==> config.mk <==
export PLATFORM = sky130hd
export DESIGN_NAME = ip_packet_tx
export DESIGN_NICKNAME = d
export VERILOG_FILES = /design/src/rtl/ip_pkg.sv /design/src/rtl/ip_checksum.sv /design/src/rtl/ip_packet_tx.sv
export SDC_FILE = /design/constraint.sdc
export NUM_CORES = 1
export LEC_CHECK = 0
export CAP_MARGIN = 30
export CORE_MARGIN = 2
export CORE_UTILIZATION = 55
export DETAILED_ROUTE_END_ITERATION = 6
export HOLD_SLACK_MARGIN = 0.15
export PLACE_DENSITY = 0.79
export SYNTH_ARGS = -nofsm -noshare
export SYNTH_HDL_FRONTEND = slang
export SYNTH_SLANG_ARGS = --single-unit
==> constraint.sdc <==
create_clock -name ACLK -period 8.5 [get_ports ACLK]
set_input_delay 1.7 -clock ACLK [delete_from_list [all_inputs] [get_ports ACLK]]
set_output_delay 1.7 -clock ACLK [all_outputs]
set_load 0.05 [all_outputs]
==> src/rtl/ip_pkg.sv <==
`default_nettype none
// +--------------------------------------------------------------------------+
// | ip_pkg : framing constants and tx FSM states shared by IPv4 tx/rx paths  |
// | Rev 1.0                                                                  |
// +--------------------------------------------------------------------------+
package ip_pkg;

  localparam int          ETH_HDR_SIZE_BYTES    = 14;
  localparam int          IP_HDR_SIZE_BYTES     = 20;
  localparam int          MIN_ETH_PAYLOAD_BYTES = 46;
  localparam int          IP_HDR_WORDS          = IP_HDR_SIZE_BYTES / 2;
  localparam logic [15:0] ETHERTYPE_IPV4        = 16'h0800;
  localparam logic [15:0] IPV4_VER_IHL_TOS      = 16'h4500;
  localparam logic [15:0] IPV4_FLAGS_DF         = 16'h4000;

  typedef enum logic [1:0] {
    IDLE = 2'd0,
    CSUM = 2'd1,
    SEND = 2'd2
  } tx_state_t;

  // Short IP datagrams are zero-padded up to the Ethernet minimum payload.
  function automatic int frame_len(input int payload_bytes);
    int ip_len;
    ip_len = IP_HDR_SIZE_BYTES + payload_bytes;
    return ETH_HDR_SIZE_BYTES +
           ((ip_len > MIN_ETH_PAYLOAD_BYTES) ? ip_len : MIN_ETH_PAYLOAD_BYTES);
  endfunction

endpackage
`default_nettype wire

==> src/rtl/ip_checksum.sv <==
`default_nettype none
// +--------------------------------------------------------------------------+
// | ip_checksum : one's-complement sum of 16-bit words, one word per cycle   |
// | Rev 1.0                                                                  |
// +--------------------------------------------------------------------------+
module ip_checksum (
  input  logic        clk_i,
  input  logic        rst_ni,
  input  logic        clear_i,
  input  logic        add_i,
  input  logic [15:0] word_i,
  output logic [15:0] csum_o
);

  logic [31:0] acc_q, acc_d;
  logic [16:0] w_fold1;
  logic [15:0] w_fold2;

  always_comb begin
    acc_d = acc_q;
    if (clear_i) begin
      acc_d = '0;
    end else if (add_i) begin
      acc_d = acc_q + {16'h0000, word_i};
    end
  end

  always_ff @(posedge clk_i) begin
    if (!rst_ni) begin
      acc_q <= '0;
    end else begin
      acc_q <= acc_d;
    end
  end

  // After the first fold a carry can only occur when the low half is <= FFFE,
  // so the second fold never overflows 16 bits.
  assign w_fold1 = {1'b0, acc_q[31:16]} + {1'b0, acc_q[15:0]};
  assign w_fold2 = w_fold1[15:0] + {15'h0000, w_fold1[16]};
  assign csum_o  = ~w_fold2;

endmodule
`default_nettype wire

==> src/rtl/ip_packet_tx.sv <==
`default_nettype none
// +--------------------------------------------------------------------------+
// | ip_packet_tx : builds Eth II + IPv4 frame around one payload, 8-bit AXI-S|
// | Rev 1.0                                                                  |
// +--------------------------------------------------------------------------+
module ip_packet_tx
  import ip_pkg::*;
#(
  parameter int         IP_ADDR_WIDTH    = 32,
  parameter int         MAC_ADDR_WIDTH   = 48,
  parameter int         AXI_S_DATA_WIDTH = 8,
  parameter int         PAYLOAD_BYTES    = 4,
  parameter logic [7:0] IP_PROTOCOL      = 8'hFD,
  parameter logic [7:0] IP_TTL           = 8'h40
) (
  input  logic                          ACLK,
  input  logic                          ARESETN,
  input  logic [IP_ADDR_WIDTH-1:0]      ACCELERATOR_IP_ADDRESS,
  input  logic [MAC_ADDR_WIDTH-1:0]     ACCELERATOR_MAC_ADDRESS,
  input  logic [IP_ADDR_WIDTH-1:0]      DST_IP_ADDRESS,
  input  logic [MAC_ADDR_WIDTH-1:0]     DST_MAC_ADDRESS,
  input  logic [PAYLOAD_BYTES*8-1:0]    DATA_FRAME,
  input  logic                          FRAME_VALID,
  output logic                          FRAME_READY,
  output logic [AXI_S_DATA_WIDTH-1:0]   MAC_DATA_IN,
  output logic                          MAC_DATA_VALID,
  input  logic                          MAC_DATA_READY,
  output logic                          MAC_DATA_LAST,
  output logic                          MAC_DATA_TUSER
);

  localparam logic [1:0] S_IDLE = IDLE;
  localparam logic [1:0] S_CSUM = CSUM;
  localparam logic [1:0] S_SEND = SEND;

  localparam int FRAME_LEN = frame_len(PAYLOAD_BYTES);
  localparam int IDX_W     = $clog2(FRAME_LEN + 1);
  localparam int MAC_BYTES = MAC_ADDR_WIDTH / 8;
  localparam int MAC_SEL_W = $clog2(MAC_BYTES);
  localparam int PAY_SEL_W = (PAYLOAD_BYTES > 1) ? $clog2(PAYLOAD_BYTES) : 1;

  localparam logic [IDX_W-1:0] C_SRC_MAC = IDX_W'(MAC_BYTES);
  localparam logic [IDX_W-1:0] C_ETYPE   = IDX_W'(2 * MAC_BYTES);
  localparam logic [IDX_W-1:0] C_IP      = IDX_W'(ETH_HDR_SIZE_BYTES);
  localparam logic [IDX_W-1:0] C_PAY     = IDX_W'(ETH_HDR_SIZE_BYTES + IP_HDR_SIZE_BYTES);
  localparam logic [IDX_W-1:0] C_PAD     = IDX_W'(ETH_HDR_SIZE_BYTES + IP_HDR_SIZE_BYTES + PAYLOAD_BYTES);
  localparam logic [IDX_W-1:0] C_LAST    = IDX_W'(FRAME_LEN - 1);
  localparam logic [15:0]      C_TOT_LEN = 16'(IP_HDR_SIZE_BYTES + PAYLOAD_BYTES);
  localparam logic [3:0]       C_LAST_WD = 4'(IP_HDR_WORDS - 1);

  logic [1:0]       state_q, state_d;
  logic [3:0]       cnt_q, cnt_d;
  logic [IDX_W-1:0] idx_q, idx_d;
  logic [7:0]       data_q, data_d;
  logic             valid_q, valid_d;
  logic             last_q, last_d;
  logic             ready_q;
  logic [15:0]      id_q, id_d;

  logic [IP_ADDR_WIDTH-1:0]   src_ip_q, dst_ip_q;
  logic [MAC_ADDR_WIDTH-1:0]  src_mac_q, dst_mac_q;
  logic [PAYLOAD_BYTES*8-1:0] payload_q;
  logic [15:0]                id_frame_q;

  logic                 w_accept;
  logic                 w_csum_add;
  logic [15:0]          w_csum;
  logic [15:0]          w_hdr_word;
  logic [3:0]           w_word_sel;
  logic [4:0]           w_hdr_off;
  logic [MAC_SEL_W-1:0] w_dmac_sel, w_smac_sel;
  logic [PAY_SEL_W-1:0] w_pay_sel;
  logic [7:0]           w_byte;
  logic [7:0]           w_dmac_bytes [MAC_BYTES];
  logic [7:0]           w_smac_bytes [MAC_BYTES];
  logic [7:0]           w_pay_bytes  [PAYLOAD_BYTES];

  assign w_accept = FRAME_VALID & ready_q;

  for (genvar k = 0; k < MAC_BYTES; k++) begin : g_mac_bytes
    assign w_dmac_bytes[k] = dst_mac_q[MAC_ADDR_WIDTH-1-8*k -: 8];
    assign w_smac_bytes[k] = src_mac_q[MAC_ADDR_WIDTH-1-8*k -: 8];
  end

  for (genvar k = 0; k < PAYLOAD_BYTES; k++) begin : g_pay_bytes
    assign w_pay_bytes[k] = payload_q[8*k +: 8];
  end

  always_ff @(posedge ACLK) begin
    if (w_accept) begin
      src_ip_q   <= ACCELERATOR_IP_ADDRESS;
      src_mac_q  <= ACCELERATOR_MAC_ADDRESS;
      dst_ip_q   <= DST_IP_ADDRESS;
      dst_mac_q  <= DST_MAC_ADDRESS;
      payload_q  <= DATA_FRAME;
      id_frame_q <= id_q;
    end
  end

  // The same word mux feeds the checksum during CSUM and the byte stream in SEND.
  always_comb begin
    w_word_sel = (state_q == S_CSUM) ? cnt_q : w_hdr_off[4:1];
    case (w_word_sel)
      4'd0:    w_hdr_word = IPV4_VER_IHL_TOS;
      4'd1:    w_hdr_word = C_TOT_LEN;
      4'd2:    w_hdr_word = id_frame_q;
      4'd3:    w_hdr_word = IPV4_FLAGS_DF;
      4'd4:    w_hdr_word = {IP_TTL, IP_PROTOCOL};
      4'd5:    w_hdr_word = (state_q == S_CSUM) ? 16'h0000 : w_csum;
      4'd6:    w_hdr_word = src_ip_q[IP_ADDR_WIDTH-1 -: 16];
      4'd7:    w_hdr_word = src_ip_q[15:0];
      4'd8:    w_hdr_word = dst_ip_q[IP_ADDR_WIDTH-1 -: 16];
      4'd9:    w_hdr_word = dst_ip_q[15:0];
      default: w_hdr_word = 16'h0000;
    endcase
  end

  always_comb begin
    w_hdr_off  = 5'(idx_q - C_IP);
    w_dmac_sel = MAC_SEL_W'(idx_q);
    w_smac_sel = MAC_SEL_W'(idx_q - C_SRC_MAC);
    w_pay_sel  = PAY_SEL_W'(idx_q - C_PAY);
    if (idx_q < C_SRC_MAC) begin
      w_byte = w_dmac_bytes[w_dmac_sel];
    end else if (idx_q < C_ETYPE) begin
      w_byte = w_smac_bytes[w_smac_sel];
    end else if (idx_q == C_ETYPE) begin
      w_byte = ETHERTYPE_IPV4[15:8];
    end else if (idx_q < C_IP) begin
      w_byte = ETHERTYPE_IPV4[7:0];
    end else if (idx_q < C_PAY) begin
      w_byte = w_hdr_off[0] ? w_hdr_word[7:0] : w_hdr_word[15:8];
    end else if (idx_q < C_PAD) begin
      w_byte = w_pay_bytes[w_pay_sel];
    end else begin
      w_byte = 8'h00;
    end
  end

  always_comb begin
    state_d    = state_q;
    cnt_d      = cnt_q;
    idx_d      = idx_q;
    data_d     = data_q;
    valid_d    = valid_q;
    last_d     = last_q;
    id_d       = id_q;
    w_csum_add = 1'b0;
    case (state_q)
      S_IDLE: begin
        if (w_accept) begin
          id_d    = id_q + 16'd1;
          cnt_d   = 4'd0;
          state_d = S_CSUM;
        end
      end
      S_CSUM: begin
        w_csum_add = 1'b1;
        cnt_d      = cnt_q + 4'd1;
        if (cnt_q == C_LAST_WD) begin
          idx_d   = '0;
          state_d = S_SEND;
        end
      end
      S_SEND: begin
        // Output register refills when empty or when its byte is being taken.
        if (!valid_q || MAC_DATA_READY) begin
          if (valid_q && last_q) begin
            valid_d = 1'b0;
            last_d  = 1'b0;
            state_d = S_IDLE;
          end else begin
            data_d  = w_byte;
            valid_d = 1'b1;
            last_d  = (idx_q == C_LAST);
            idx_d   = idx_q + 1'b1;
          end
        end
      end
      default: state_d = S_IDLE;
    endcase
  end

  always_ff @(posedge ACLK) begin
    if (!ARESETN) begin
      state_q <= S_IDLE;
      cnt_q   <= '0;
      idx_q   <= '0;
      data_q  <= '0;
      valid_q <= 1'b0;
      last_q  <= 1'b0;
      ready_q <= 1'b0;
      id_q    <= '0;
    end else begin
      state_q <= state_d;
      cnt_q   <= cnt_d;
      idx_q   <= idx_d;
      data_q  <= data_d;
      valid_q <= valid_d;
      last_q  <= last_d;
      ready_q <= (state_d == S_IDLE);
      id_q    <= id_d;
    end
  end

  ip_checksum u_checksum (
    .clk_i   (ACLK),
    .rst_ni  (ARESETN),
    .clear_i (w_accept),
    .add_i   (w_csum_add),
    .word_i  (w_hdr_word),
    .csum_o  (w_csum)
  );

  assign FRAME_READY    = ready_q;
  assign MAC_DATA_IN    = data_q;
  assign MAC_DATA_VALID = valid_q;
  assign MAC_DATA_LAST  = last_q;
  assign MAC_DATA_TUSER = 1'b0;

endmodule
`default_nettype wire

run_1/met1.png
Drawn at 2 px/µm.
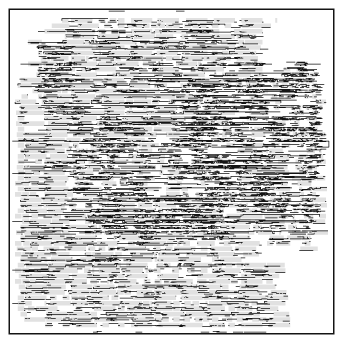
The layer holds 41% of the routed length. 1450 nets have wire on it. The longest straight run is 42.3 µm. The layer carries 14400 µm of wire.
Post-Route WL: 35300 µm
met1 layer usage reported by global route: 35.9%

run_1/met2.png
Drawn at 3 px/µm.
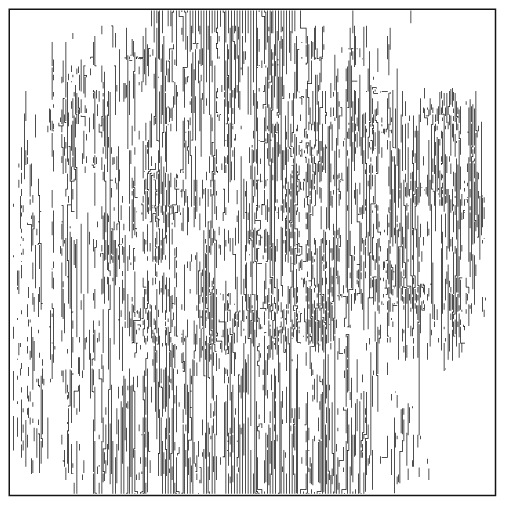
The layer holds 49% of the routed length. The layer carries 17400 µm of wire. 1355 nets have wire on it. The longest straight run is 66.1 µm.
number of vias after detailed routing: 10118
met2 routing resource usage after global routing: 45.6%

==> results.txt, run 1 <==
From the run reports.

- The run finished with clean final reports.
- Once layout is complete, the utilization of the core stands at between 60% and 70%.
- The start of the worst register-to-register path reads u_checksum.acc_q[16]$_SDFFE_PP0P_.
- In the log, the iteration count for the first detailed-route pass is 5.
- Setup repair after global routing left no endpoint under its margin.
- The clock-pin slew of the registers on the worst-case setup and hold paths is 60 ps.
- OpenSTA, run right after detailed placement, puts the worst setup slack at around 2200 ps.
- The arithmetic-cell share of the synthesized area counting full adders, half adders and majority gates is under 10%.
- On the critical path, the stage with the largest delay is an instance of nor4b_1.
- The leakage dissipation is around 5.9 nW.
- Counting flops with a built-in enable in the synthesized netlist gives roughly 210.
- The number of multi-input combinational cells reads approximately 760.
- By count the netlist is led by edfxtp_1, nand2_1, dfxtp_1, a21oi_1, o21ai_0.
- The portion of synthesized area spent on multiplexers is between 6 and 7%.
- Per the synthesis report, the simple-gate share of the synthesized area is 12.2%.
- The total area of sequential cells reads between 0.007 and 0.008 mm².
- The final period demand of the worst path reads 6470 ps.
- After synthesis, the largest family of logic cells by area is AND-OR/OR-AND gates.
- The slack of the worst reg-to-reg path reads 2030 ps.
- The total cell area at the placement stage reads between 0.015 and 0.02 mm².
- In the floorplan report the effective utilization is a little under three fifths.
- The worst setup path is launched from a flop.
- The last weighted congestion value of the routability-driven placer is 0.927.
- At the pin with the least slew margin, the transition time is ~950 ps.
- The number of placement rows reads approximately 57.
- The number of nets at floorplan reads 1351.
- The flow reports power dissipated in combinational cells as slightly above 300 µW.
- The required time reported for the critical path endpoint reads 8920 ps.
- The area fraction of the dominant cell type after synthesis reads a little under half.
- The share of total power in sequential cells reads between 40% and 50%.
- The startpoint identified for the worst hold timing path is id_q[15]$_SDFFE_PN0P_.
- Leaving out fill and tap cells, the most frequent cells in the layout are edfxtp_1, clkdlybuf4s50_1, nand2_1, dfxtp_1, a21oi_1.
- For this run, the number of Yosys warnings is 0.
- The count of non-CTS inverters in the layout reads 26.
- The design internal power reads between 2 and 2.5 mW.
- The number of warnings in the stage logs reads 30.
- The detailed-placement wirelength estimate reads 26000 µm.
- The source of the critical timing path is u_checksum.acc_q[16]$_SDFFE_PP0P_.
- The power after layout reads between 3 and 4 mW.
- The routed length per instance reads approximately 21 µm.
- The clock skew after layout reads about 13 ps.
- The number of clock sinks reads 279.
- The final cell area excluding filler cells is approximately 0.017 mm².
- During I/O placement, the number of pins put on the boundary was ~210.
- The length in cells of the worst reg-to-reg path is 25.
- The die is about 160 µm tall.
- The worst setup path is captured at a flop.
- The fraction of area in multi-input gates is between 30% and 40%.
- The number of nets at the end of the flow reads between 1500 and 2000.
- The insertion delay at the late pin of the worst-skew pair reads 540 ps.
- The most common cell in the netlist is edfxtp_1.
- The number of gates on the worst path with buffers counted reads 25.
- The number of buffers added on ports reads between 200 and 250.
- Once placement completed, the tool counted placed cells totaling ~1600.
run_1/met3.png
Drawn at 1.5 px/µm.
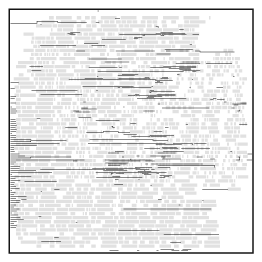
The layer carries 2570 µm of wire. The layer holds 7.3% of the routed length.
global-route track usage on met3: 4.67%

run_1/final_congestion.png
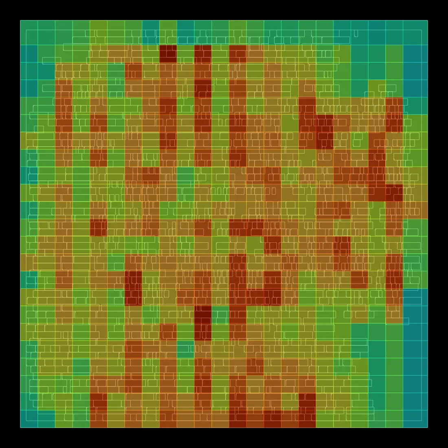

==> inputs of run 2 (changes only) <==
--- a/config.mk
+++ b/config.mk
@@ -7,10 +7,10 @@
 export LEC_CHECK = 0
 export CAP_MARGIN = 30
 export CORE_MARGIN = 2
-export CORE_UTILIZATION = 55
+export CORE_UTILIZATION = 49
 export DETAILED_ROUTE_END_ITERATION = 6
 export HOLD_SLACK_MARGIN = 0.15
-export PLACE_DENSITY = 0.79
+export PLACE_DENSITY = 0.74
 export SYNTH_ARGS = -nofsm -noshare
 export SYNTH_HDL_FRONTEND = slang
 export SYNTH_SLANG_ARGS = --single-unit
==> constraint.sdc (replaced) <==
create_clock -name ACLK -period 5.9 [get_ports ACLK]
set_input_delay 1.18 -clock ACLK [delete_from_list [all_inputs] [get_ports ACLK]]
set_output_delay 1.18 -clock ACLK [all_outputs]
set_load 0.05 [all_outputs]
run_2/final_congestion.png
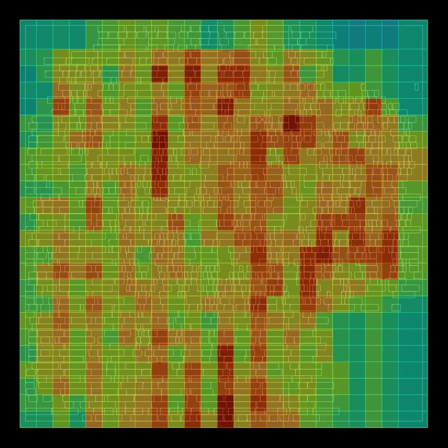
met2 routing resource usage after global routing: 40.7%
Util after Layout: 63.3%
met1 layer usage reported by global route: 33.5%
post-detailed-route wirelength per cell: 20.3 µm

run_2/met1.png
Drawn at 2 px/µm.
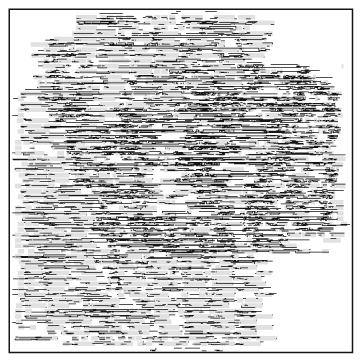
1486 nets have wire on it. The layer holds 43% of the routed length.
Post-Route WL: 35700 µm
number of vias after detailed routing: 10129

==> run 2 against run 1 <==
  * The run now ends with design-rule violations left
  * Critical path depth increased by 2
  * Via count increased by 0.11%
  * Sequential cell count unchanged
  * Total power increased by 47%
  * Fmax increased by 14%
  * Sequential power increased by 44%
  * Area after synthesis unchanged
  * Final area increased by 3.0%
  * Wire length increased by 1.0%
  * Clock power increased by 48%
  * Die area increased by 12%
==> results.txt, run 2 <==
From the run reports.

- The run finished, with violations left.
- The checks that failed: design-rule violations.
- Net switching is a little under a quarter of the power.
- The number of multi-input combinational cells reads 761 (unchanged).
- The number of flops mapped to enable cells by yosys came to 208 (unchanged).
- The count of final setup violators is 0.
- The final cell area excluding filler cells came to 0.0175 mm² (+3.0%).
- The number of buffers added on ports reads 206 (unchanged).
- The total area of sequential cells reads 0.00767 mm² (unchanged).
- The setup slack at placement reads -56.8 ps (-2280 ps).
- The worst-path cell with the longest stage delay is fa_2.
- The length in cells of the worst reg-to-reg path reads 27 (+8.0%).
- The number of top-level pins came to 208 (unchanged).
- The detailed-placement wirelength estimate is 26300 µm (+1.1%).
- The start of the worst register-to-register path reads u_checksum.acc_q[0]$_SDFFE_PP0P_.
- The register fraction of the total cell area is a little over two fifths.
- The source of the critical timing path reads u_checksum.acc_q[0]$_SDFFE_PP0P_.
- Sequential elements use a little under three fifths of the synthesized area.
- The last weighted congestion value of the routability-driven placer reads 0.877 (-5.4%).
- The share of total power in sequential cells was 48.6% (-1.1 points).
- The number of remaining DRC errors is 1.
- Per STA, the highest per-stage delay on the worst path measures between 300 and 400 ps.
- The final period demand of the worst path was 5650 ps (-818 ps).
- The area share of and/or/nand/nor cells after synthesis is 12.2% (unchanged).
- Counting instances in the post-synthesis netlist gives the leading cell types as edfxtp_1, nand2_1, dfxtp_1, a21oi_1, o21ai_0.
- The power drawn by the combinational cells is 492 µW (+58%).
- The number of placement rows is 61 (+7.0%).
- The first-pass detailed-route iteration total was 7 (+2).
- The required time reported for the critical path endpoint reads 6380 ps (-2540 ps).
- The power after layout was 4.61 mW (+47%).
- The arithmetic-cell share of the synthesized area counting full adders, half adders and majority gates reads 3.96% (unchanged).
- The clock buffers instantiated in the layout total 37.
- The leakage dissipation is 6.15 nW (+3.7%).
- The non-filler instance count after layout reads ~1800.
- The y dimension of the die is 171 µm (+5.8%).
- STA classifies the critical path endpoint as a flop.
- The number of warnings in the stage logs is 30 (unchanged).
- The number of warnings issued by yosys is 0 (unchanged).
- The total cell area at the placement stage is 0.0164 mm² (+2.1%).
- The antenna diode count reads 0.
- The design internal power is 3.56 mW (+47%).
- The total placed cells including tap cells reads 1699 (+5.6%).
- The buffer-and-inverter tally for the worst setup path reads 2.
- The slew at the pin closest to its max-slew limit was 1080 ps (+132 ps).
- The launch point of the worst min-delay path is recorded as id_q[15]$_SDFFE_PN0P_.
- The clock skew after layout is 42.5 ps (+29.3 ps).
- The most common cell in the netlist reads edfxtp_1.
- The number of nets at the end of the flow reads 1595 (+2.6%).
- The mean number of vias per cell reads just under 6.
- The slack of the worst reg-to-reg path reads 250 ps (-1780 ps).
- The area fraction of the dominant cell type after synthesis is 45.7% (unchanged).
- Ranking logic cells in the layout by count gives the top entries edfxtp_1, clkdlybuf4s50_1, nand2_1, dfxtp_1, a21oi_1.
- The number of clock sinks reads 279 (unchanged).
- The clock-pin slew of the registers on the worst-case setup and hold paths came to 60 ps (about the same).
- The count of non-CTS inverters in the layout is 26 (unchanged).
- The dominant kind of combinational cell is AND-OR/OR-AND gates.
- The group that draws the most power in this run is registers.
- The number of gates on the worst path with buffers counted reads 27 (+8.0%).
- The insertion delay at the late pin of the worst-skew pair is 580 ps (+40 ps).
- The worst setup path is launched from a flop.
- The fraction of area in multi-input gates is 33.1% (-0.42 points).
- The post-synthesis mux area share reads 6.09% (unchanged).
run_2/met3.png
Drawn at 1.5 px/µm.
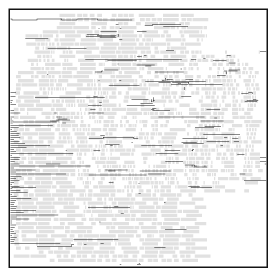
163 nets have wire on it. The layer holds 5.3% of the routed length.
global-route track usage on met3: 3.61%

run_2/met2.png
Drawn at 3 px/µm.
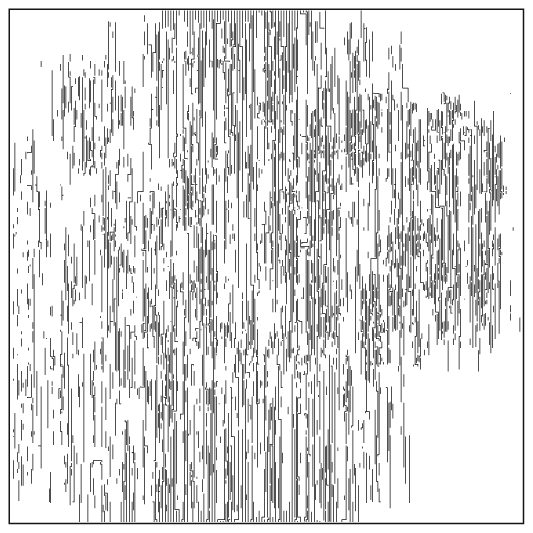

==> inputs of run 3 (changes only) <==
--- a/config.mk
+++ b/config.mk
@@ -6,11 +6,13 @@
 export NUM_CORES = 1
 export LEC_CHECK = 0
 export CAP_MARGIN = 30
+export CORE_ASPECT_RATIO = 1.25
 export CORE_MARGIN = 2
 export CORE_UTILIZATION = 49
 export DETAILED_ROUTE_END_ITERATION = 6
 export HOLD_SLACK_MARGIN = 0.15
 export PLACE_DENSITY = 0.74
+export SLEW_MARGIN = 5
 export SYNTH_ARGS = -nofsm -noshare
 export SYNTH_HDL_FRONTEND = slang
 export SYNTH_SLANG_ARGS = --single-unit
run_3/met2.png
Drawn at 2 px/µm.
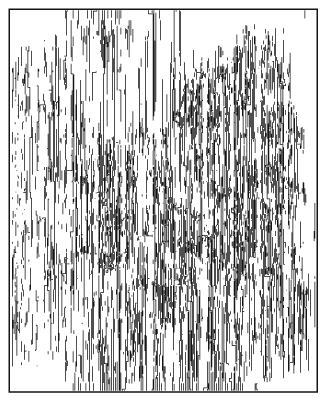
The longest straight run is 70.4 µm. The wires run mostly vertical. 1391 nets have wire on it. The layer carries 19100 µm of wire. The layer holds 52% of the routed length.
met2 routing resource usage after global routing: 45.2%
Post-Route WL: 36600 µm

run_3/final_congestion.png
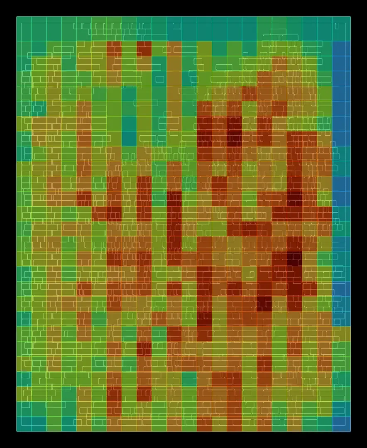
Util after Layout: 63.4%
met1 layer usage reported by global route: 29.3%
peak-usage layer in the global routing report: met2
global-route track usage on met3: 3.75%
post-detailed-route wirelength per cell: 21.3 µm

run_3/met1.png
Drawn at 2 px/µm.
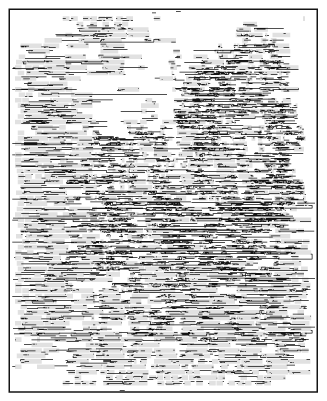
The layer carries 13900 µm of wire. The wires run mostly horizontal. The layer holds 38% of the routed length. 1470 nets have wire on it.
number of vias after detailed routing: 10156

==> run 3 against run 2 <==
  * The flow now finishes without violations
  * Core utilization up 0.089 points
  * Global-route usage up 0.27 points
  * Clock skew down 28 ps
  * Sequential share of layout area up 0.19 points
  * Critical path depth unchanged
==> results.txt, run 3 <==
From the run reports.

- The y dimension of the die is 191 µm (+12%).
- The start of the worst register-to-register path is u_checksum.acc_q[0]$_SDFFE_PP0P_.
- The largest incremental delay on the critical path reads 390 ps (about the same).
- The buffer-and-inverter tally for the worst setup path is 2 (unchanged).
- The number of clock sinks reads 279 (unchanged).
- The top cell types in the final layout, fill and taps aside, are edfxtp_1, clkdlybuf4s50_1, nand2_1, dfxtp_1, a21oi_1.
- The number of multi-input combinational cells reads 761 (unchanged).
- The area share of and/or/nand/nor cells after synthesis is 12.2% (unchanged).
- In the synthesized netlist, the cells that appear most often are edfxtp_1, nand2_1, dfxtp_1, a21oi_1, o21ai_0.
- The slew at the pin closest to its max-slew limit came to 1280 ps (+193 ps).
- The arithmetic-cell share of the synthesized area counting full adders, half adders and majority gates is 3.96% (unchanged).
- The required time reported for the critical path endpoint is 6380 ps (about the same).
- The number of top-level pins is 208 (unchanged).
- The mean number of vias per cell is 5.89 (+2.3%).
- The number of gates on the worst path with buffers counted reads 27 (unchanged).
- The dominant kind of combinational cell reads AND-OR/OR-AND gates.
- The number of flops mapped to enable cells by yosys came to 208 (unchanged).
- Looking at hold timing, the worst path starts from id_q[14]$_SDFFE_PN0P_.
- The main power-consuming group reads registers.
- The setup slack at placement reads 36.1 ps (+92.9 ps).
- The leakage dissipation is 6.14 nW (-0.27%).
- The switching portion of total power was 22.2% (-0.41 points).
- The detailed-placement wirelength estimate is 27400 µm (+4.1%).
- The clock-pin slew of the registers on the worst-case setup and hold paths is 70 ps (about the same).
- The flow ran to the end, and the final reports show no timing, DRC or antenna violations.
- The type of element launching the critical path is a flop.
- The number of buffers added on ports is 206 (unchanged).
- The final period demand of the worst path reads 5700 ps (+49.7 ps).
- The fraction of area in multi-input gates is 33.0% (-0.099 points).
- In the post-synthesis netlist, the cell with the most instances is edfxtp_1.
- The number of placement rows is 68 (+11%).
- The power drawn by the combinational cells is 491 µW (about the same).
- The insertion delay at the late pin of the worst-skew pair was 550 ps (-30 ps).
- The register fraction of the total cell area is 44.1% (+0.19 points).
- The total placed cells including tap cells is 1669 (-1.8%).
- The slack of the worst reg-to-reg path is 200 ps (-50 ps).

==> gallery <==
Metal 4.
Drawn at 1.5 px/µm.
(a)
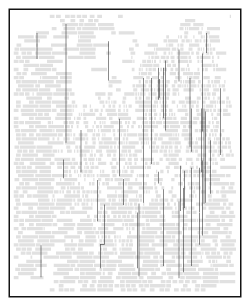
(b)
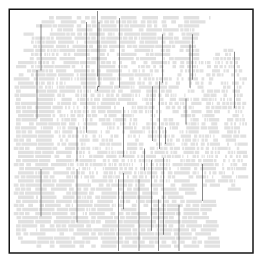
(b) is run 1.
(a) is run 3.

Key to (b):
The wires run mostly vertical. The layer holds 2.7% of the routed length.

Power figures rest on the tool's default switching activity, not on a simulated workload.
